$ cat src/rtl/dm_arb_pkg.sv
// Shared definitions for the two-port data-memory arbiter.
//   state_t : arbiter FSM states (IDLE, ISSUE, WAIT, ACK)
//   AW_DEF  : default word-address width (byte address bits [31:2])
//   DW_DEF  : default data width
package dm_arb_pkg;

  localparam int unsigned AW_DEF = 30;
  localparam int unsigned DW_DEF = 32;

  typedef enum logic [1:0] {
    IDLE  = 2'd0,
    ISSUE = 2'd1,
    WAIT  = 2'd2,
    ACK   = 2'd3
  } state_t;

endpackage

$ cat src/rtl/rr_arb2.sv
// Two-way round-robin pick.
//   req0, req1 : request lines
//   last       : index of the port granted most recently
//   grant_c    : at least one port is requesting
//   winner_c   : index of the port that wins this round
module rr_arb2 (
  input  logic req0,
  input  logic req1,
  input  logic last,
  output logic grant_c,
  output logic winner_c
);

  // On a tie the port that did not win last time goes next.
  always_comb begin
    grant_c  = req0 | req1;
    winner_c = (req0 & req1) ? ~last : req1;
  end

endmodule

$ cat src/rtl/dm_arbiter.sv
// Two-requester arbiter in front of a single-port data memory with a
// one-edge registered read. Every access takes a fixed four-cycle slot:
// grant (IDLE) -> ISSUE -> WAIT -> ACK.
//   Clk, Reset            : clock, async active-low reset
//   Req/We/Ad/WrData{0,1} : requester command inputs
//   Ack{0,1}              : one-cycle completion pulse per requester
//   RdData{0,1}           : last read result per requester
//   Ad, WrData, MemWr, DM : data-memory interface
//   Busy                  : FSM is outside IDLE
//   Owner                 : port of the current or last transaction
module dm_arbiter
  import dm_arb_pkg::*;
#(
  parameter int unsigned AW = AW_DEF,
  parameter int unsigned DW = DW_DEF
) (
  input  logic          Clk,
  input  logic          Reset,
  input  logic          Req0,
  input  logic          We0,
  input  logic [AW-1:0] Ad0,
  input  logic [DW-1:0] WrData0,
  input  logic          Req1,
  input  logic          We1,
  input  logic [AW-1:0] Ad1,
  input  logic [DW-1:0] WrData1,
  output logic          Ack0,
  output logic          Ack1,
  output logic [DW-1:0] RdData0,
  output logic [DW-1:0] RdData1,
  output logic [AW-1:0] Ad,
  output logic [DW-1:0] WrData,
  output logic          MemWr,
  input  logic [DW-1:0] DM,
  output logic          Busy,
  output logic          Owner
);

  state_t state, next_state;

  logic last;
  logic op_we;
  logic grant_c;
  logic winner_c;

  logic [AW-1:0] ad_d;
  logic [DW-1:0] wrdata_d;
  logic          memwr_d;
  logic          owner_d;
  logic          last_d;
  logic          op_we_d;
  logic          ack0_d;
  logic          ack1_d;
  logic [DW-1:0] rd0_d;
  logic [DW-1:0] rd1_d;
  logic          busy_d;

  rr_arb2 u_rr (
    .req0     (Req0),
    .req1     (Req1),
    .last     (last),
    .grant_c  (grant_c),
    .winner_c (winner_c)
  );

  // State register.
  always_ff @(posedge Clk or negedge Reset) begin
    if (!Reset) begin
      state <= IDLE;
    end else begin
      state <= next_state;
    end
  end

  // Next-state logic: fixed four-cycle slot once a request is granted.
  always_comb begin
    next_state = state;
    case (state)
      IDLE:    if (grant_c) next_state = ISSUE;
      ISSUE:   next_state = WAIT;
      WAIT:    next_state = ACK;
      ACK:     next_state = IDLE;
      default: next_state = IDLE;
    endcase
  end

  // Output/datapath next values; MemWr is only ever raised for ISSUE.
  always_comb begin
    ad_d     = Ad;
    wrdata_d = WrData;
    memwr_d  = 1'b0;
    owner_d  = Owner;
    last_d   = last;
    op_we_d  = op_we;
    ack0_d   = 1'b0;
    ack1_d   = 1'b0;
    rd0_d    = RdData0;
    rd1_d    = RdData1;
    busy_d   = (next_state != IDLE);
    case (state)
      IDLE: begin
        if (grant_c) begin
          ad_d     = winner_c ? Ad1 : Ad0;
          wrdata_d = winner_c ? WrData1 : WrData0;
          memwr_d  = winner_c ? We1 : We0;
          op_we_d  = winner_c ? We1 : We0;
          owner_d  = winner_c;
          last_d   = winner_c;
        end
      end
      WAIT: begin
        // DM now holds the word sampled at the ISSUE edge.
        if (!op_we) begin
          if (Owner) rd1_d = DM;
          else       rd0_d = DM;
        end
        ack0_d = ~Owner;
        ack1_d = Owner;
      end
      default: begin
      end
    endcase
  end

  // Output registers.
  always_ff @(posedge Clk or negedge Reset) begin
    if (!Reset) begin
      Ad      <= '0;
      WrData  <= '0;
      MemWr   <= 1'b0;
      Owner   <= 1'b0;
      last    <= 1'b1;
      op_we   <= 1'b0;
      Ack0    <= 1'b0;
      Ack1    <= 1'b0;
      RdData0 <= '0;
      RdData1 <= '0;
      Busy    <= 1'b0;
    end else begin
      Ad      <= ad_d;
      WrData  <= wrdata_d;
      MemWr   <= memwr_d;
      Owner   <= owner_d;
      last    <= last_d;
      op_we   <= op_we_d;
      Ack0    <= ack0_d;
      Ack1    <= ack1_d;
      RdData0 <= rd0_d;
      RdData1 <= rd1_d;
      Busy    <= busy_d;
    end
  end

endmodule

$ cat config.mk
export PLATFORM = sky130hd
export DESIGN_NAME = dm_arbiter
export DESIGN_NICKNAME = d
export VERILOG_FILES = /design/src/rtl/dm_arb_pkg.sv /design/src/rtl/rr_arb2.sv /design/src/rtl/dm_arbiter.sv
export SDC_FILE = /design/constraint.sdc
export NUM_CORES = 1
export LEC_CHECK = 0
export CAP_MARGIN = 40
export CORE_UTILIZATION = 25
export DETAILED_ROUTE_END_ITERATION = 12
export PLACE_DENSITY = 0.65
export SLEW_MARGIN = 40
export SYNTH_ARGS = -nofsm -noshare
export SYNTH_HDL_FRONTEND = slang
export SYNTH_HIERARCHICAL = 1
export SYNTH_SLANG_ARGS = --single-unit
$ cat constraint.sdc
create_clock -name Clk -period 1.65 [get_ports Clk]
set_clock_uncertainty 0.2 [all_clocks]
set_input_delay 0.495 -clock Clk [delete_from_list [all_inputs] [get_ports Clk]]
set_output_delay 0.495 -clock Clk [all_outputs]
set_load 0.02 [all_outputs]
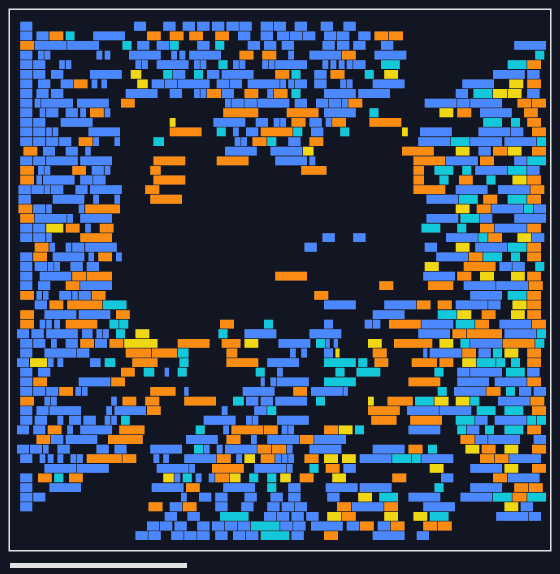
**Above:** run 1 (cells by drive strength).
The bar under the picture is 50 µm long.
color	size	cells
blue	drive 1 or less	483
orange	drive 6 and up	193
yellow	drive 2	52
cyan	drive 3 to 4	107

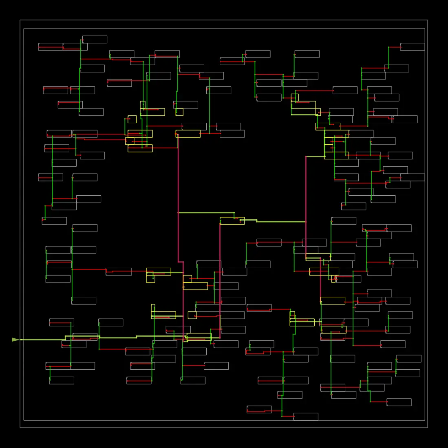
**Above:** run 1 (the clock network).
flip-flop and latch count: 135
worst skew pair latency: 410 ps
Layout clock buffers: 19

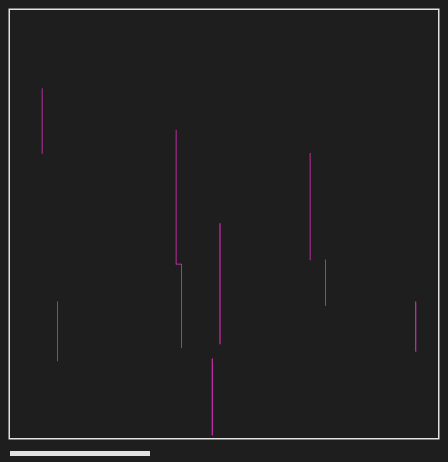
**Above:** run 1 (signal wires on met4).
The bar under the picture is 50 µm long.
nets with wire on the layer	6
longest straight run	47.7 µm
share of all routed wire	1.3%

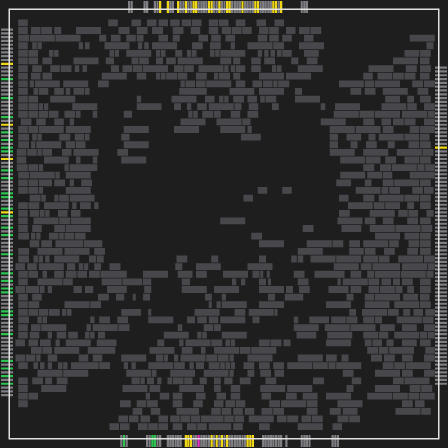
**Above:** run 1 (I/O pins on the die edge).
Pins as bars across the die edge, other pins in gray.
color	port	pins	direction	edge
green	`Ad1`	30	input	27 left, 3 bottom
yellow	`WrData`	32	output	17 top, 10 bottom, 4 left, 1 right
magenta	`We0`	1	input	bottom
all pins by edge	97 left, 84 right, 58 bottom, 54 top

==> results_slide.txt, run 1 <==
Physical Implementation Snapshot

Status
  – Run status: finished with violations
  – Failing checks: setup timing

Finish
  – Layout cells sized above 1: 42.2%
  – Non-filler instance count after layout: 1115
  – Top logic cells by instance count in the layout: 158 x sky130_fd_sc_hd__clkdlybuf4s50_1, 145 x sky130_fd_sc_hd__buf_6, 134 x sky130_fd_sc_hd__dfrtp_1, 119 x sky130_fd_sc_hd__a21oi_1, 64 x sky130_fd_sc_hd__buf_4
  – Fill cell instance count of the final layout: 1987
  – Combinational gates: 270
  – Most frequent standard cell in the layout excluding fill and tap cells: sky130_fd_sc_hd__clkdlybuf4s50_1
  – Total inserted antenna cells: 0
  – Post-Route Utilization: 49.6%
  – Non-clock inverter count: 2
  – Combinational gate area: 2340 µm²

Power and ir drop
  – Pint: 0.0139 W
  – Part of the power in combinational logic: 55.0%
  – Portion of total power attributed to sequential cells: 28.6%
  – Final Total Pwr: 0.0219 W
  – Power in combinational cells: 0.0120 W
  – Portion of total power attributed to the clock network: 16.5%
  – Net switching power: 0.00801 W
  – Cell area power density: 2000 nW/µm²
  – Leakage: 4.84 nW
  – Power dissipated in sequential cells: 0.00625 W

Synth
  – Net count after synthesis: 605
  – Synthesized-area fraction occupied by adder cells: 0.440%
  – Area fraction in and, or, nand and nor cells after synthesis: 1.36%
  – Cell area after synthesis: 5690 µm²
  – Top logic family: multiplexers
  – Most common reg cell: sky130_fd_sc_hd__dfrtp_1
  – Post-synth ARST share: 100%
  – Warnings, synthesis: 6
  – Most numerous cell in the Yosys netlist: sky130_fd_sc_hd__dfrtp_1
  – Cell count after synthesis: 441
  – Top-area cell share: 59.0%
  – Post-Syn Area per Cell: 12.9 µm²
  – Sequential cell area fraction in the yosys report: 59.4%
  – Yosys-reported design area after synthesis: 5690 µm²

Floorplan
  – Top-Level Pins: 293
  – Number of standard-cell rows in the floorplan: 54
  – TAP cells: 280
  – Core Box Area: 22100 µm²
  – Vertical die dimension: 153 µm

Clock network
  – Clk Tree Root Cell: sky130_fd_sc_hd__clkbuf_16
  – Number of buffers inserted by hold repair at cts: 1
  – Num CTS Buffers: 17
  – CTS tree: built
  – Clock transition at the register clock pins on the worst setup and hold paths after CTS: 60 ps
  – Maximum buffer depth of the clock tree: 2

Flow run
  – Number of logged tool warnings: 30

Critical path
  – Kind of launch point of the worst setup path: register
  – Reg2Reg Setup Slack: -90 ps
  – Worst setup startpoint: state[1]
  – Critical path capture point: RdData1[7]
  – Sequence of cells on the critical path: ha_4 > buf_4 > nand3b_2 > buf_12 > mux2_2

Placed design
  – Placed cell count: 1009
  – Post-Place Cell Area: 9190 µm²

Routing
  – Drt pass-1 iters: 4
  – Number of remaining DRC errors: 0
  – Number of nets still failing antenna checks after routing: 0
  – DRT iter0 DRCs: 186
  – Wire length per cell after detailed routing: 18.1 µm
  – Vias: 5022

Timing
  – Setup-violating endpoint count in the final report: 76
  – Total negative slack: -3840 ps
  – Final WS setup: -89.3 ps
  – Post-route worst hold slack: 326 ps

Min path
  – Worst hold path type: register to register
  – Worst Hold Path Cells: 1
  – Hold Path End: RdData1[30]
  – Source of the worst hold timing path: RdData1[30]
==> run 1: worst reg2reg max path: stages (launching register included) <==
cell and delay, ps:
sky130_fd_sc_hd__dfrtp_1 410, sky130_fd_sc_hd__ha_4 170, sky130_fd_sc_hd__buf_4 130, sky130_fd_sc_hd__nand3b_2 160
sky130_fd_sc_hd__buf_12 190, sky130_fd_sc_hd__mux2_2 360
==> run 1: per-layer routing <==
metal / GRT usage (%) / up-vias / share of wire (%)
met5: 0 / - / 0
met4: 4.95 / 0 / 1.3
met2: 27.8 / 216 / 49
met1: 19.5 / 2435 / 42
li1: - / 2350 / -
met3: 5.53 / 21 / 7.3
==> run 2, diff against run 1 <==
--- a/config.mk
+++ b/config.mk
@@ -6,9 +6,9 @@
 export NUM_CORES = 1
 export LEC_CHECK = 0
 export CAP_MARGIN = 40
-export CORE_UTILIZATION = 25
+export CORE_UTILIZATION = 36
 export DETAILED_ROUTE_END_ITERATION = 12
-export PLACE_DENSITY = 0.65
+export PLACE_DENSITY = 0.85
 export SLEW_MARGIN = 40
 export SYNTH_ARGS = -nofsm -noshare
 export SYNTH_HDL_FRONTEND = slang
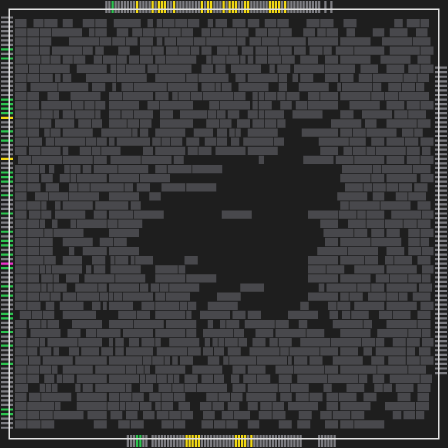
**Above:** run 2 (I/O pins on the die edge).
Pins as bars across the die edge, other pins in gray.
color	port	pins	direction	edge
yellow	`WrData`	32	output	20 top, 10 bottom, 2 left
magenta	`We0`	1	input	left
green	`Ad1`	30	input	27 left, 2 bottom, 1 top
all pins by edge	91 left, 72 top, 68 right, 62 bottom

==> results_slide.txt, run 2 <==
Physical Implementation Snapshot

Routing
  – DRT iter0 DRCs: 253
  – Drt pass-1 iters: 4
  – Number of remaining DRC errors: 0
  – Number of nets still failing antenna checks after routing: 0
  – Via-to-Cell Ratio: 5.07
  – Detailed Route WL: 22400 µm
  – Wire length per cell after detailed routing: 21.1 µm
  – Vias: 5383

Synth
  – Post-synth ARST share: 100%
  – Top cell type by total area after synthesis: sky130_fd_sc_hd__dfrtp_1
  – Most common reg cell: sky130_fd_sc_hd__dfrtp_1
  – Cell count after synthesis: 441
  – Cell count in the Yosys report: 441
  – Most numerous cell in the Yosys netlist: sky130_fd_sc_hd__dfrtp_1
  – Sequential cell area fraction in the yosys report: 59.4%
  – Top-area cell share: 59.0%
  – Number of enable flip-flop cells: 0
  – Cell area after synthesis: 5690 µm²
  – Biggest area cells: sky130_fd_sc_hd__dfrtp_1 59%, sky130_fd_sc_hd__mux2_2 13%, sky130_fd_sc_hd__a21oi_1 11%, sky130_fd_sc_hd__mux2i_1 11%, sky130_fd_sc_hd__clkbuf_1 1.1%
  – Warnings, synthesis: 6
  – Yosys-reported design area after synthesis: 5690 µm²
  – Net count after synthesis: 605
  – Post-Syn Area per Cell: 12.9 µm²

Floorplan
  – Top-Level Pins: 293
  – Share of the core filled by cells before placement: 37.1%
  – Chip width: 128 µm
  – Vertical die dimension: 128 µm
  – TAP cells: 211
  – Core Box Area: 15300 µm²
  – Number of standard-cell rows in the floorplan: 45

Finish
  – Fill cell instance count of the final layout: 885
  – Post-layout nets: 1002
  – Combinational gates: 270
  – Most frequent standard cell in the layout excluding fill and tap cells: sky130_fd_sc_hd__clkdlybuf4s50_1
  – Top logic cells by instance count in the layout: 158 x sky130_fd_sc_hd__clkdlybuf4s50_1, 139 x sky130_fd_sc_hd__buf_6, 134 x sky130_fd_sc_hd__dfrtp_1, 75 x sky130_fd_sc_hd__buf_4, 65 x sky130_fd_sc_hd__a21oi_1
  – Combined flip-flop and latch cell area: 3380 µm²
  – Fraction of area in multi-input gates: 24.2%
  – Non-filler instance count after layout: 1062
  – Largest area class, layout: buffers
  – Total inserted antenna cells: 0
  – Flip-flop and latch count: 135
  – Post-Route Utilization: 75.4%
  – Layout Area Growth over Synthesis: 103%
  – Non-clock buffers: 412
  – Post-route cell area: 11500 µm²
  – Layout cells sized above 1: 50.5%
  – Layout clock buffers: 23
  – Combinational gate area: 2790 µm²
  – Largest registers: RdData0: 32 flops, RdData1: 32 flops, WrData: 32 flops
  – Non-clock inverter count: 2
  – Seq area share: 29.3%

Critical path
  – Sequence of cells on the critical path: inv_2 > ha_4 > nor3b_4 > buf_6 > clkbuf_16 > mux2_4
  – Arrival time worst endpoint: 1870 ps
  – Buffer-and-inverter tally for the worst setup path: 3
  – Critical path capture point: RdData0[24]
  – Worst path slowest cell: sky130_fd_sc_hd__dfrtp_1
  – Reg2Reg Setup Slack: -130 ps
  – Worst path top cell family by delay: buffers and inverters
  – Kind of launch point of the worst setup path: register
  – Largest stage delay on the critical path: 390 ps
  – Critical Path Stages: 6
  – Worst setup startpoint: state[0]
  – Endpoint required time on the critical path: 1740 ps
  – Reg-to-Reg End: RdData0[24]

Clock network
  – Post-CTS setup buffer count: 40
  – Maximum buffer depth of the clock tree: 2
  – Clk Tree Root Cell: sky130_fd_sc_hd__clkbuf_16
  – Max H-tree Level: 4
  – Clock transition at the register clock pins on the worst setup and hold paths after CTS: 60 ps
  – Clock Sink Count: 135
  – Worst skew pair latency: 410 ps
  – CTS tree: built
  – Number of buffers inserted by hold repair at cts: 1
  – Number of gates given a new drive strength after cts: 770
  – Num CTS Buffers: 17

Timing
  – Max-slew violations: 0
  – Post-route worst hold slack: 329 ps
  – Worst-margin pin slew: 434 ps
  – Maximum clock frequency: 563 MHz
  – Total negative slack: -7530 ps
  – Final WS setup: -127 ps
  – Setup-violating endpoint count in the final report: 150

Power and ir drop
  – Portion of total power attributed to sequential cells: 26.6%
  – Switching portion of total power: 37.4%
  – Power drawn by the clock network: 0.00363 W
  – Largest power group: combinational cells
  – Part of the power in combinational logic: 58.1%
  – Portion of total power attributed to the clock network: 15.2%
  – Net switching power: 0.00892 W
  – Power dissipated in sequential cells: 0.00636 W
  – Cell area power density: 2070 nW/µm²
  – Pint: 0.0150 W
  – Final Total Pwr: 0.0239 W
  – Leakage: 5.07 nW
  – Power in combinational cells: 0.0139 W

Min path
  – Worst hold path type: register to register
  – Source of the worst hold timing path: RdData1[12]
  – Hold Path End: RdData1[12]
  – Worst Hold Path Cells: 1

GRT
  – Sum of overflow across all layers after global routing: 0
  – Initial antenna violation count: 0
  – Pin count of the biggest net entering global routing: 64
  – Vias in the first global route: 5570
  – Global-route wire length before repair: 29400 µm

Placed design
  – Placed cell count: 935
  – Placer congestion estimate: 0.778
  – Post-Place Cell Area: 9060 µm²

Status
  – Run status: finished with violations
  – Failing checks: setup timing

Flow run
  – Number of logged tool warnings: 30
-- run 2: logic make-up after synthesis --
| group | count (synthesis) | synth area share [%] |
|---|---|---|
| and+or+nand+nor | 11 | 1.36 |
| DFF | 135 | 59.4 |
| buffers and inverters | 36 | 3.28 |
| muxes | 129 | 24.2 |
| adders and majority gates | 2 | 0.440 |
| AOI/OAI and AO/OA | 128 | 11.4 |
-- run 2: layer usage --
metal | routed length (µm) | vias to the layer above | track usage, %
met5 | 0 | - | 0
met4 | 781 | 0 | 11.1
met3 | 1300 | 67 | 5.88
met2 | 11900 | 271 | 43.9
met1 | 8430 | 2657 | 26.4
li1 | - | 2388 | -
==> run 3, diff against run 2 <==
--- a/config.mk
+++ b/config.mk
@@ -8,7 +8,7 @@
 export CAP_MARGIN = 40
 export CORE_UTILIZATION = 36
 export DETAILED_ROUTE_END_ITERATION = 12
-export PLACE_DENSITY = 0.85
+export PLACE_DENSITY = 0.77
 export SLEW_MARGIN = 40
 export SYNTH_ARGS = -nofsm -noshare
 export SYNTH_HDL_FRONTEND = slang
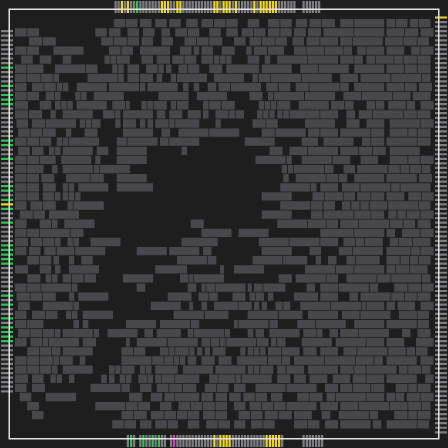
**Above:** run 3 (I/O pins on the die edge).
Pins as bars across the die edge, other pins in gray.
color	port	pins	direction	edge
green	`Ad1`	30	input	25 left, 4 bottom, 1 top
yellow	`WrData`	32	output	20 top, 10 bottom, 1 right, 1 left
magenta	`We0`	1	input	bottom
all pins by edge	92 right, 80 left, 65 top, 56 bottom
chip width: 128 µm
vertical die dimension: 128 µm
input/output buffers: 292

==> results_slide.txt, run 3 <==
Physical Implementation Snapshot

Status
  – Run status: finished with violations
  – Failing checks: setup timing

Synth
  – Post-synth ARST share: 100%
  – Warnings, synthesis: 6
  – Compound-cell area share of the yosys netlist: 11.4%
  – Cell area after synthesis: 5690 µm²
  – XORs/XNORs by Area: 0%
  – Number of enable flip-flop cells: 0
  – Synthesized-area fraction occupied by adder cells: 0.440%
  – Post-Syn Area per Cell: 12.9 µm²
  – Net count after synthesis: 605
  – Sequential cell area fraction in the yosys report: 59.4%
  – Area fraction in and, or, nand and nor cells after synthesis: 1.36%
  – Multiplexer share of the synthesized area: 24.2%
  – Top logic family: multiplexers
  – Top-area cell share: 59.0%
  – Cell count after synthesis: 441
  – Biggest area cells: sky130_fd_sc_hd__dfrtp_1 59%, sky130_fd_sc_hd__mux2_2 13%, sky130_fd_sc_hd__a21oi_1 11%, sky130_fd_sc_hd__mux2i_1 11%, sky130_fd_sc_hd__clkbuf_1 1.1%
  – Cell count in the Yosys report: 441
  – Yosys-reported design area after synthesis: 5690 µm²
  – Most common reg cell: sky130_fd_sc_hd__dfrtp_1
  – Most numerous cell in the Yosys netlist: sky130_fd_sc_hd__dfrtp_1

Critical path
  – Worst path top cell family by delay: buffers and inverters
  – Reg-to-Reg End: RdData0[2]
  – Critical path capture point: RdData0[2]
  – Endpoint required time on the critical path: 1730 ps
  – Worst setup startpoint: state[0]
  – Sequence of cells on the critical path: inv_2 > ha_4 > nor3b_4 > buf_6 > clkbuf_16 > mux2_4
  – Reg2Reg Setup Slack: -110 ps
  – Kind of launch point of the worst setup path: register
  – Buffer-and-inverter tally for the worst setup path: 3
  – Largest stage delay on the critical path: 390 ps
  – Critical Path Stages: 6
  – Arrival time worst endpoint: 1850 ps
  – Critical register-to-register path startpoint: state[0]

Clock network
  – Clock transition at the register clock pins on the worst setup and hold paths after CTS: 60 ps
  – Num CTS Buffers: 17
  – Max H-tree Level: 4
  – Number of buffers inserted by hold repair at cts: 1
  – Number of gates given a new drive strength after cts: 733
  – CTS tree: built
  – Post-CTS setup buffer count: 30
  – Clock Sink Count: 135
  – Clk Tree Root Cell: sky130_fd_sc_hd__clkbuf_16
  – Maximum buffer depth of the clock tree: 2
  – Worst skew pair latency: 400 ps

Finish
  – Combinational gate area: 2430 µm²
  – Seq area share: 30.9%
  – Post-Route Utilization: 71.5%
  – Layout cells sized above 1: 42.2%
  – Layout clock buffers: 22
  – Largest area class, layout: buffers
  – Most frequent standard cell in the layout excluding fill and tap cells: sky130_fd_sc_hd__clkdlybuf4s50_1
  – Post-layout nets: 1000
  – Post-route cell area: 10900 µm²
  – Combinational gates: 270
  – Largest registers: RdData0: 32 flops, RdData1: 32 flops, WrData: 32 flops
  – Non-filler instance count after layout: 1059
  – Total inserted antenna cells: 0
  – Flip-flop and latch count: 135
  – Fraction of area in multi-input gates: 22.2%
  – Fill cell instance count of the final layout: 971
  – Top logic cells by instance count in the layout: 158 x sky130_fd_sc_hd__clkdlybuf4s50_1, 135 x sky130_fd_sc_hd__buf_6, 134 x sky130_fd_sc_hd__dfrtp_1, 126 x sky130_fd_sc_hd__a21oi_1, 90 x sky130_fd_sc_hd__buf_4
  – Non-clock buffers: 410
  – Non-clock inverter count: 2
  – Combined flip-flop and latch cell area: 3380 µm²

GRT
  – Grt met2 use: 40.5%
  – GR Layer Usage met3: 6.05%
  – Sum of overflow across all layers after global routing: 0
  – GRT Max-Usage Layer: met2
  – Initial antenna violation count: 0
  – GRT met1 Usage: 24.5%
  – Pin count of the biggest net entering global routing: 42
  – Global-route wire length before repair: 27800 µm
  – Vias in the first global route: 5308

Routing
  – Number of remaining DRC errors: 0
  – Number of nets still failing antenna checks after routing: 0
  – Drt pass-1 iters: 4
  – Uppermost layer routed: met4
  – DRT iter0 DRCs: 227
  – Met3 routed WL: 1610 µm
  – Via-to-Cell Ratio: 5.06
  – WL met1: 8410 µm
  – Total met2 wirelength after detailed routing: 11200 µm
  – Vias: 5356
  – Detailed Route WL: 21800 µm
  – Wire length per cell after detailed routing: 20.6 µm

Power and ir drop
  – Power in combinational cells: 0.0126 W
  – Cell area power density: 2080 nW/µm²
  – Net switching power: 0.00837 W
  – Power dissipated in sequential cells: 0.00644 W
  – Final Total Pwr: 0.0227 W
  – Leakage: 5.06 nW
  – Largest power group: combinational cells
  – Portion of total power attributed to the clock network: 16.2%
  – Power drawn by the clock network: 0.00368 W
  – Switching portion of total power: 36.8%
  – Part of the power in combinational logic: 55.5%
  – Pint: 0.0144 W

Flow run
  – Number of logged tool warnings: 30

Min path
  – Worst hold path type: register to register
  – Hold Path End: Ad[17]
  – Source of the worst hold timing path: Ad[17]
  – Worst Hold Path Cells: 2

Placed design
  – Post-Place Cell Area: 9120 µm²
  – Placed cell count: 942
  – Placer congestion estimate: 0.792

Timing
  – Max-slew violations: 0
  – Final WS setup: -114 ps
  – Maximum clock frequency: 567 MHz
  – Total negative slack: -5260 ps
  – Worst-margin pin slew: 413 ps
  – Post-route worst hold slack: 348 ps
  – Setup-violating endpoint count in the final report: 77

Floorplan
  – TAP cells: 211
  – Top-Level Pins: 293
  – Share of the core filled by cells before placement: 37.1%
  – Core Box Area: 15300 µm²
  – Number of standard-cell rows in the floorplan: 45
==> run 3: netlist changes by cell type in the layout (fill, tap and decap cells not counted), moves of 4 or more <==
cell / change
sky130_fd_sc_hd__mux2i_1: +6
sky130_fd_sc_hd__mux2i_4: -7
sky130_fd_sc_hd__buf_8: -4
sky130_fd_sc_hd__mux2_4: +20
sky130_fd_sc_hd__mux2_2: -20
sky130_fd_sc_hd__buf_6: -4
sky130_fd_sc_hd__a21oi_1: +61
sky130_fd_sc_hd__buf_4: +15
sky130_fd_sc_hd__a21oi_4: -11
sky130_fd_sc_hd__a21oi_2: -50
sky130_fd_sc_hd__buf_16: -7
==> run 3: worst min-delay path: stages (launching register included) <==
cell	delay [ps]
sky130_fd_sc_hd__dfrtp_1	350
sky130_fd_sc_hd__a21oi_1	50
sky130_fd_sc_hd__a21oi_1	100

==> screenshots <==
Clock network drawn from the DEF.
panel A
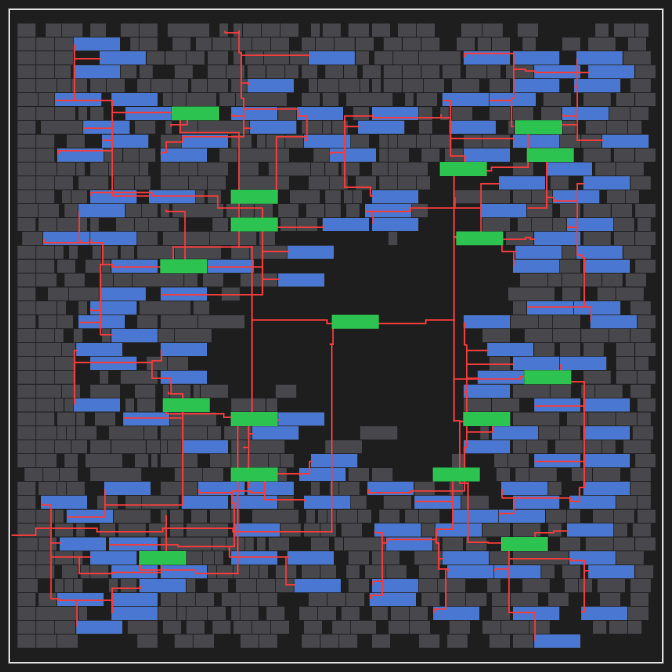
panel B
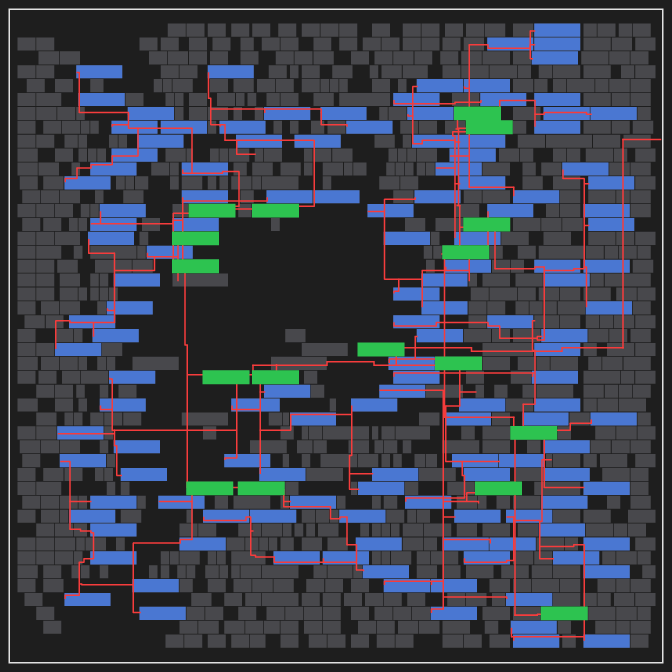
panel C
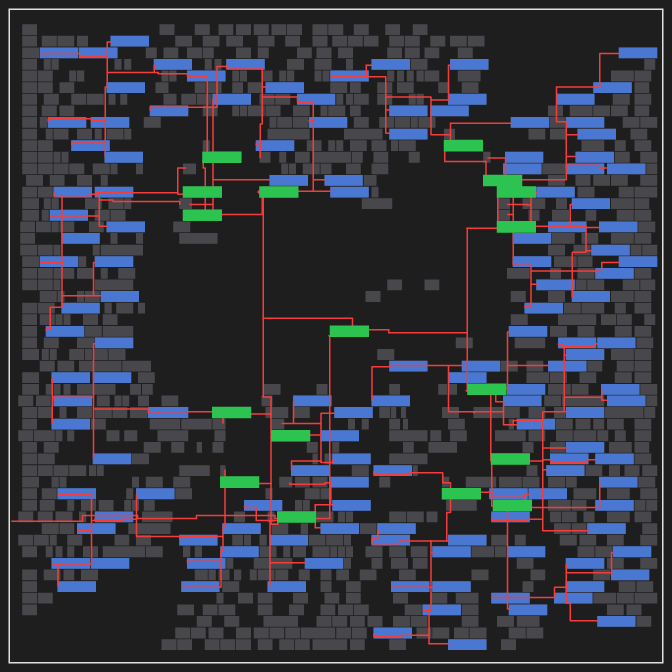
| picture | from |
|---|---|
| panel A | run 2 |
| panel B | run 3 |
| panel C | run 1 |

Key to panel A:
[red] clock wires | length: 1720 µm
[green] cells driving clock nets | count: 17
[blue] flip-flops | count: 135
flops lie	spread over the die

Power and IR drop assume default switching activity.
